<file path="src/rtl/control_resolve_unit_if.sv">
// Purpose: bundles the control-queue head, CDB broadcast and front-end redirect
//          signals between control_queue/CDB arbiter (master) and control_resolve_unit (slave).
// Ports:   head_* from the queue head, dequeue back to it; cdb_* request/grant/payload; redirect/redirect_pc.
interface control_resolve_unit_if #(
  parameter int PHYS_REG_BITS = 6,
  parameter int ROB_IDX_BITS  = 5
);
  logic                     head_valid;
  logic                     head_pc_valid;
  logic [1:0]               head_op;
  logic [31:0]              head_pc_in;
  logic [31:0]              head_pc_new;
  logic                     head_br_en;
  logic [4:0]               head_rd;
  logic [PHYS_REG_BITS-1:0] head_pd;
  logic [ROB_IDX_BITS-1:0]  head_rob_idx;
  logic                     dequeue;

  logic                     cdb_req;
  logic                     cdb_gnt;
  logic                     cdb_rd_we;
  logic [4:0]               cdb_rd;
  logic [PHYS_REG_BITS-1:0] cdb_pd;
  logic [31:0]              cdb_value;
  logic [ROB_IDX_BITS-1:0]  cdb_rob_idx;

  logic                     redirect;
  logic [31:0]              redirect_pc;

  modport master (
    output head_valid, head_pc_valid, head_op, head_pc_in, head_pc_new, head_br_en,
           head_rd, head_pd, head_rob_idx, cdb_gnt,
    input  dequeue, cdb_req, cdb_rd_we, cdb_rd, cdb_pd, cdb_value, cdb_rob_idx,
           redirect, redirect_pc
  );

  modport slave (
    input  head_valid, head_pc_valid, head_op, head_pc_in, head_pc_new, head_br_en,
           head_rd, head_pd, head_rob_idx, cdb_gnt,
    output dequeue, cdb_req, cdb_rd_we, cdb_rd, cdb_pd, cdb_value, cdb_rob_idx,
           redirect, redirect_pc
  );
endinterface

</file>
<file path="src/rtl/control_resolve_unit.sv">
// Purpose: resolves the control-queue head (auipc/jal/jalr/branch), broadcasts on the CDB, pops the
//          queue and redirects the front end on a not-taken misprediction; saturating perf counters.
// Latency: head ready in cycle t -> cdb_req in t+1 -> dequeue/redirect in the cycle cdb_gnt is seen.
// Backpressure: cdb_* held stable until cdb_gnt; rob_flush aborts with no dequeue/redirect/count.
// Ports:   clk, rst_n (async active-low), rob_flush, cq (slave side of control_resolve_unit_if),
//          resolved_cnt / mispred_cnt perf counters.
module control_resolve_unit #(
  parameter int PHYS_REG_BITS = 6,
  parameter int ROB_IDX_BITS  = 5,
  parameter int CNT_BITS      = 32
) (
  input  logic                  clk,
  input  logic                  rst_n,
  input  logic                  rob_flush,
  control_resolve_unit_if.slave cq,
  output logic [CNT_BITS-1:0]   resolved_cnt,
  output logic [CNT_BITS-1:0]   mispred_cnt
);

  localparam logic [1:0] OP_AUIPC  = 2'd0;
  localparam logic [1:0] OP_JAL    = 2'd1;
  localparam logic [1:0] OP_JALR   = 2'd2;
  localparam logic [1:0] OP_BRANCH = 2'd3;

  typedef enum logic {IDLE, BCAST} state_t;

  state_t                   state_q, state_d;
  logic                     latch_en, fire;

  logic                     rd_we_q;
  logic [4:0]               rd_q;
  logic [PHYS_REG_BITS-1:0] pd_q;
  logic [31:0]              value_q;
  logic [ROB_IDX_BITS-1:0]  rob_idx_q;
  logic                     mispred_q;
  logic [31:0]              pc_new_q;

  logic [31:0]              pc_plus4;
  logic                     target_moved;
  logic [31:0]              value_d;
  logic                     mispred_d;
  logic                     rd_we_d;

  // Prediction is always fall-through, so any resolved target other than pc+4 is a mispredict.
  assign pc_plus4     = cq.head_pc_in + 32'd4;
  assign target_moved = (cq.head_pc_new != pc_plus4);

  always_comb begin
    value_d   = 32'd0;
    mispred_d = 1'b0;
    case (cq.head_op)
      OP_AUIPC:         value_d = cq.head_pc_new;
      OP_JAL, OP_JALR: begin
        value_d   = pc_plus4;
        mispred_d = target_moved;
      end
      OP_BRANCH:        mispred_d = cq.head_br_en & target_moved;
      default:          value_d = 32'd0;
    endcase
  end

  assign rd_we_d = (cq.head_op != OP_BRANCH) && (cq.head_rd != 5'd0);

  always_comb begin
    state_d    = state_q;
    latch_en   = 1'b0;
    fire       = 1'b0;
    cq.cdb_req = 1'b0;
    cq.dequeue = 1'b0;
    cq.redirect = 1'b0;
    case (state_q)
      IDLE: begin
        if (cq.head_valid && cq.head_pc_valid && !rob_flush) begin
          latch_en = 1'b1;
          state_d  = BCAST;
        end
      end
      BCAST: begin
        cq.cdb_req = 1'b1;
        // Flush beats a same-cycle grant: the op is abandoned, not completed.
        if (rob_flush) begin
          state_d = IDLE;
        end else if (cq.cdb_gnt) begin
          fire        = 1'b1;
          cq.dequeue  = 1'b1;
          cq.redirect = mispred_q;
          state_d     = IDLE;
        end
      end
      default: state_d = IDLE;
    endcase
  end

  always_ff @(posedge clk or negedge rst_n) begin
    if (!rst_n) begin
      state_q   <= IDLE;
      rd_we_q   <= 1'b0;
      rd_q      <= 5'd0;
      pd_q      <= '0;
      value_q   <= 32'd0;
      rob_idx_q <= '0;
      mispred_q <= 1'b0;
      pc_new_q  <= 32'd0;
    end else begin
      state_q <= state_d;
      if (latch_en) begin
        rd_we_q   <= rd_we_d;
        rd_q      <= cq.head_rd;
        pd_q      <= cq.head_pd;
        value_q   <= value_d;
        rob_idx_q <= cq.head_rob_idx;
        mispred_q <= mispred_d;
        pc_new_q  <= cq.head_pc_new;
      end
    end
  end

  always_ff @(posedge clk or negedge rst_n) begin
    if (!rst_n) begin
      resolved_cnt <= '0;
      mispred_cnt  <= '0;
    end else if (fire) begin
      if (resolved_cnt != '1) resolved_cnt <= resolved_cnt + 1'b1;
      if (mispred_q && (mispred_cnt != '1)) mispred_cnt <= mispred_cnt + 1'b1;
    end
  end

  assign cq.cdb_rd_we   = rd_we_q;
  assign cq.cdb_rd      = rd_q;
  assign cq.cdb_pd      = pd_q;
  assign cq.cdb_value   = value_q;
  assign cq.cdb_rob_idx = rob_idx_q;
  assign cq.redirect_pc = pc_new_q;

endmodule

</file>
<file path="src/flat_wrapper.sv">
// flat-port wrapper written by rule: the top's interface ports become plain ports
module control_resolve_unit_flat 
#(
  parameter int PHYS_REG_BITS = 6,
  parameter int ROB_IDX_BITS  = 5,
  parameter int CNT_BITS      = 32
)
  (clk, rst_n, rob_flush, resolved_cnt, mispred_cnt, cq_head_valid, cq_head_pc_valid, cq_head_op, cq_head_pc_in, cq_head_pc_new, cq_head_br_en, cq_head_rd, cq_head_pd, cq_head_rob_idx, cq_cdb_gnt, cq_dequeue, cq_cdb_req, cq_cdb_rd_we, cq_cdb_rd, cq_cdb_pd, cq_cdb_value, cq_cdb_rob_idx, cq_redirect, cq_redirect_pc);
  control_resolve_unit_if #(.PHYS_REG_BITS(PHYS_REG_BITS), .ROB_IDX_BITS(ROB_IDX_BITS)) cq_i ();
  input  logic clk;
  input  logic rst_n;
  input  logic rob_flush;
  output logic [CNT_BITS-1:0] resolved_cnt;
  output logic [CNT_BITS-1:0] mispred_cnt;
  input wire logic [$bits(cq_i.head_valid)-1:0] cq_head_valid;
  input wire logic [$bits(cq_i.head_pc_valid)-1:0] cq_head_pc_valid;
  input wire logic [$bits(cq_i.head_op)-1:0] cq_head_op;
  input wire logic [$bits(cq_i.head_pc_in)-1:0] cq_head_pc_in;
  input wire logic [$bits(cq_i.head_pc_new)-1:0] cq_head_pc_new;
  input wire logic [$bits(cq_i.head_br_en)-1:0] cq_head_br_en;
  input wire logic [$bits(cq_i.head_rd)-1:0] cq_head_rd;
  input wire logic [$bits(cq_i.head_pd)-1:0] cq_head_pd;
  input wire logic [$bits(cq_i.head_rob_idx)-1:0] cq_head_rob_idx;
  input wire logic [$bits(cq_i.cdb_gnt)-1:0] cq_cdb_gnt;
  output wire logic [$bits(cq_i.dequeue)-1:0] cq_dequeue;
  output wire logic [$bits(cq_i.cdb_req)-1:0] cq_cdb_req;
  output wire logic [$bits(cq_i.cdb_rd_we)-1:0] cq_cdb_rd_we;
  output wire logic [$bits(cq_i.cdb_rd)-1:0] cq_cdb_rd;
  output wire logic [$bits(cq_i.cdb_pd)-1:0] cq_cdb_pd;
  output wire logic [$bits(cq_i.cdb_value)-1:0] cq_cdb_value;
  output wire logic [$bits(cq_i.cdb_rob_idx)-1:0] cq_cdb_rob_idx;
  output wire logic [$bits(cq_i.redirect)-1:0] cq_redirect;
  output wire logic [$bits(cq_i.redirect_pc)-1:0] cq_redirect_pc;
  assign cq_i.head_valid = cq_head_valid;
  assign cq_i.head_pc_valid = cq_head_pc_valid;
  assign cq_i.head_op = cq_head_op;
  assign cq_i.head_pc_in = cq_head_pc_in;
  assign cq_i.head_pc_new = cq_head_pc_new;
  assign cq_i.head_br_en = cq_head_br_en;
  assign cq_i.head_rd = cq_head_rd;
  assign cq_i.head_pd = cq_head_pd;
  assign cq_i.head_rob_idx = cq_head_rob_idx;
  assign cq_i.cdb_gnt = cq_cdb_gnt;
  assign cq_dequeue = cq_i.dequeue;
  assign cq_cdb_req = cq_i.cdb_req;
  assign cq_cdb_rd_we = cq_i.cdb_rd_we;
  assign cq_cdb_rd = cq_i.cdb_rd;
  assign cq_cdb_pd = cq_i.cdb_pd;
  assign cq_cdb_value = cq_i.cdb_value;
  assign cq_cdb_rob_idx = cq_i.cdb_rob_idx;
  assign cq_redirect = cq_i.redirect;
  assign cq_redirect_pc = cq_i.redirect_pc;
  control_resolve_unit #(.PHYS_REG_BITS(PHYS_REG_BITS), .ROB_IDX_BITS(ROB_IDX_BITS), .CNT_BITS(CNT_BITS)) u_core (.clk(clk), .rst_n(rst_n), .rob_flush(rob_flush), .cq(cq_i), .resolved_cnt(resolved_cnt), .mispred_cnt(mispred_cnt));
endmodule
</file>
<file path="config.mk">
export PLATFORM = sky130hd
export DESIGN_NAME = control_resolve_unit_flat
export DESIGN_NICKNAME = d
export VERILOG_FILES = /design/src/rtl/control_resolve_unit_if.sv /design/src/rtl/control_resolve_unit.sv /design/src/flat_wrapper.sv
export SDC_FILE = /design/constraint.sdc
export NUM_CORES = 1
export LEC_CHECK = 0
export CORE_UTILIZATION = 47
export DETAILED_ROUTE_END_ITERATION = 10
export PLACE_DENSITY = 0.81
export SLEW_MARGIN = 20
export SYNTH_ARGS = -nofsm -noshare
export SYNTH_HDL_FRONTEND = slang
export SYNTH_SLANG_ARGS = --single-unit
</file>
<file path="constraint.sdc">
create_clock -name clk -period 2.9 [get_ports clk]
set_input_delay 0.29 -clock clk [delete_from_list [all_inputs] [get_ports clk]]
set_output_delay 0.29 -clock clk [all_outputs]
set_load 0.03 [all_outputs]
</file>
Figure 1. Close-up of the layout.
The bar under the picture is 5 µm long. Window x 55 to 75, y 81 to 101 µm. Cells in grey, sequential cells in the stronger grey; small squares are vias.
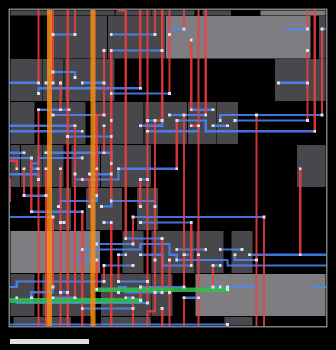
| colour | layer |
|---|---|
| red | metal 2 |
| green | metal 3 |
| orange | metal 4 |
| blue | metal 1 |
netlist names of flops here include: `u_core.cq.cdb_value` (2), `u_core.mispred_q` (1)
cells with their middle in the window: 30
sequential cells in the window: 3
most frequent: xnor2_1 (5)

Figure 2. Clock routing.
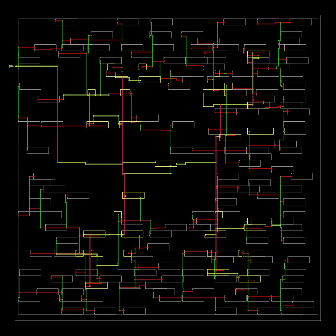
number of clock sinks seen by CTS: 147
clk_skew: 0.00657 ns

Figure 3. Gate families picked out.
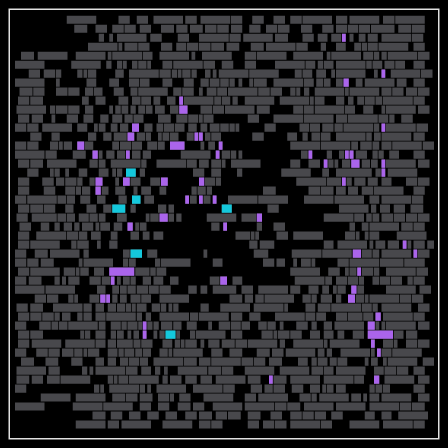
| colour | family | cells |
|---|---|---|
| cyan | AND-OR and OR-AND gates | 6 |
| purple | NOR gates | 56 |

Figure 4. Signal metal coverage by tile.
The die is cut into 26 by 26 equal tiles; white is low, dark blue is high, scaled to the fullest tile. Values are wire area over tile area, all layers added.
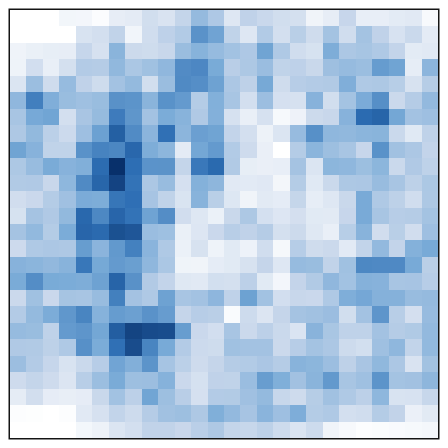
densest ninth of the die: left middle
tiles over half the peak: 16%
nearly empty tiles: 2.7%

Figure 5. Pin placement.
The bar under the picture is 50 µm long. Pins as bars across the die edge, other pins in grey.
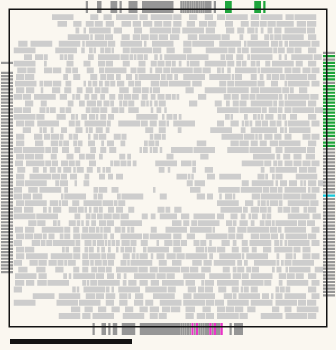
| colour | port | pins | direction | edge |
|---|---|---|---|---|
| green | `mispred_cnt` | 32 | output | 25 right, 7 top |
| magenta | `cq_cdb_rd` | 5 | output | bottom |
| cyan | `cq_head_valid` | 1 | input | right |
all pins by edge: 74 right, 62 left, 54 bottom, 47 top

==> CHANGELOG.md <==
### Metrics

* Result of the run: finished clean
* Worst Setup SP: cq_head_pc_in[2]
* Max-slew headroom at the worst pin at 63.0%
* Flop share of the area at ~33%
* Number of buffers inserted to repair setup after CTS at 0
* Setup violations, final at 0
* Cell area after synthesis at between 0.007 and 0.008 mm²
* Die Span Y at ~130 µm
* Filler cell count at 1207
* Count of plain and timing-repair buffers in the layout at 296
* Reg-to-reg critical path startpoint: u_core.resolved_cnt[12]$_DFFE_PN0P_
* FF-to-FF path depth at 8
* # nets final at 1115
* Iteration tally of the first detailed-router pass at 6
* Post-Route Setup TNS at 0 ns
* Number of levels in the clock H-tree at 4
* Number of vias per cell after detailed routing at 5.40
* Commonest cells after routing, fill and taps aside: sky130_fd_sc_hd__clkdlybuf4s50_1, sky130_fd_sc_hd__dfrtp_1, sky130_fd_sc_hd__xnor2_1
* Max Slew Vio Count at 0
* Chip area at 0.0168 mm²
* Layout cells sized above 1 at 14.2%
* Total cell area at the placement stage at 0.0106 mm²
* Total number of placement rows at 46
* Post-CTS resize count at 0
* Worst reg-to-reg setup slack at about 0.35 ns
* Multi-input gate area at between 0.003 and 0.004 mm²
* Critical-path cell list: clkdlybuf4s50_1, ha_1, nand4_1, nor2_1, and3_1, xor2_1, xor2_1, or4_1, nor4_1, a41oi_1
* Buffer depth of the longest clock path at 2
* Synthesis-to-layout area growth at 46.8%
* Distinct cells, synth at 53
* Worst Setup EP: u_core.mispred_q$_DFFE_PN0P_
* Floorplan Nets at 828
* Clk slew on worst S/H paths at 0.06 ns
* End-of-flow core utilization at 70.5%
* Ports placed on the boundary at 237
* Flop count at 147
* Syn Inst Count at 732
* Top cell class by occupied area: combinational gates
cell usage after synthesis (all sizes together):
| cell type | n | share of area (%) |
|---|---|---|
| nand4 | 27 | 2.4 |
| mux2i | 1 | 0.13 |
| a211oi | 1 | 0.098 |
| o221ai | 2 | 0.23 |
| or3 | 5 | 0.48 |
| o31ai | 6 | 0.59 |
| maj3 | 1 | 0.13 |
| a22o | 3 | 0.34 |
| xnor2 | 82 | 9.4 |
| a21o | 1 | 0.098 |
| clkbuf | 20 | 1.1 |
| and2 | 8 | 0.66 |
| and4 | 9 | 1.0 |
| and3 | 20 | 1.6 |
| nand2b | 2 | 0.16 |
| nand3 | 47 | 3.1 |
| ha | 7 | 1.1 |
| nor4 | 9 | 1.2 |
| inv | 11 | 0.54 |
| o2111a | 1 | 0.15 |
| o311a | 1 | 0.13 |
| or2 | 1 | 0.082 |
| a21oi | 13 | 0.85 |
| nor2 | 30 | 1.5 |
| o21ai | 41 | 2.7 |
| nor3b | 4 | 0.39 |
| xor2 | 39 | 4.5 |
| a2bb2oi | 3 | 0.34 |
| a31oi | 5 | 0.41 |
| nor2b | 3 | 0.25 |
| or4 | 4 | 0.44 |
| nor3 | 10 | 0.66 |
| a22oi | 29 | 2.9 |
| nand3b | 2 | 0.20 |
| o22ai | 2 | 0.16 |
| buf | 8 | 0.69 |
| mux2 | 47 | 6.9 |
| nand2 | 77 | 3.8 |
| dfrtp | 147 | 48 |
| a21boi | 1 | 0.098 |
| o21bai | 1 | 0.098 |
| a41oi | 1 | 0.11 |
routing by layer:
| metal | part of all wire, % | vias to the layer above | track usage [%] | wire (µm) |
|---|---|---|---|---|
| li1 | - | 3196 | - | - |
| met1 | 42 | 3225 | 32.8 | 9170 |
| met2 | 49 | 271 | 46.5 | 10700 |
| met3 | 7.0 | 43 | 6.61 | 1530 |
| met4 | 2.6 | 0 | 10.5 | 568 |
| met5 | 0 | - | 0 | 0 |
worst reg2reg max path, cell delays in order, from the launching register on:
cell and delay (ns):
sky130_fd_sc_hd__dfrtp_1 0.44, sky130_fd_sc_hd__and3_1 0.24, sky130_fd_sc_hd__and4_1 0.23, sky130_fd_sc_hd__and4_1 0.23
sky130_fd_sc_hd__and3_1 0.20, sky130_fd_sc_hd__a21boi_1 0.32, sky130_fd_sc_hd__and2_1 0.46, sky130_fd_sc_hd__nand4_1 0.17
sky130_fd_sc_hd__xnor2_1 0.15
power by group:
group	switching [mW]	leakage, nW	internal [mW]	total, mW
logic	1.01	2.57	0.817	1.82
registers	0.157	1.91	2.31	2.47
clock network	0.919	0.284	1.22	2.14
total	2.08	4.77	4.34	6.43
registers in the layout, summed over array words and instances (netlist names):
name / cells
u_core.resolved_cnt: 32
u_core.mispred_q: 1
u_core.cq.cdb_rd_we: 1
u_core.cq.cdb_pd: 6
u_core.mispred_cnt: 32
u_core.cq.cdb_rd: 5
u_core.state_q: 1
u_core.cq.cdb_rob_idx: 5
u_core.cq.redirect_pc: 32
u_core.cq.cdb_value: 32
cell families after synthesis:
family / synth area share (%)
simple gates: 18.0
flops: 48.2
xor+xnor: 13.9
compound gates: 9.26
mux: 7.07
buf+inv: 2.34
fa+ha+maj: 1.28
Power figures rest on the tool's default switching activity, not on a simulated workload.
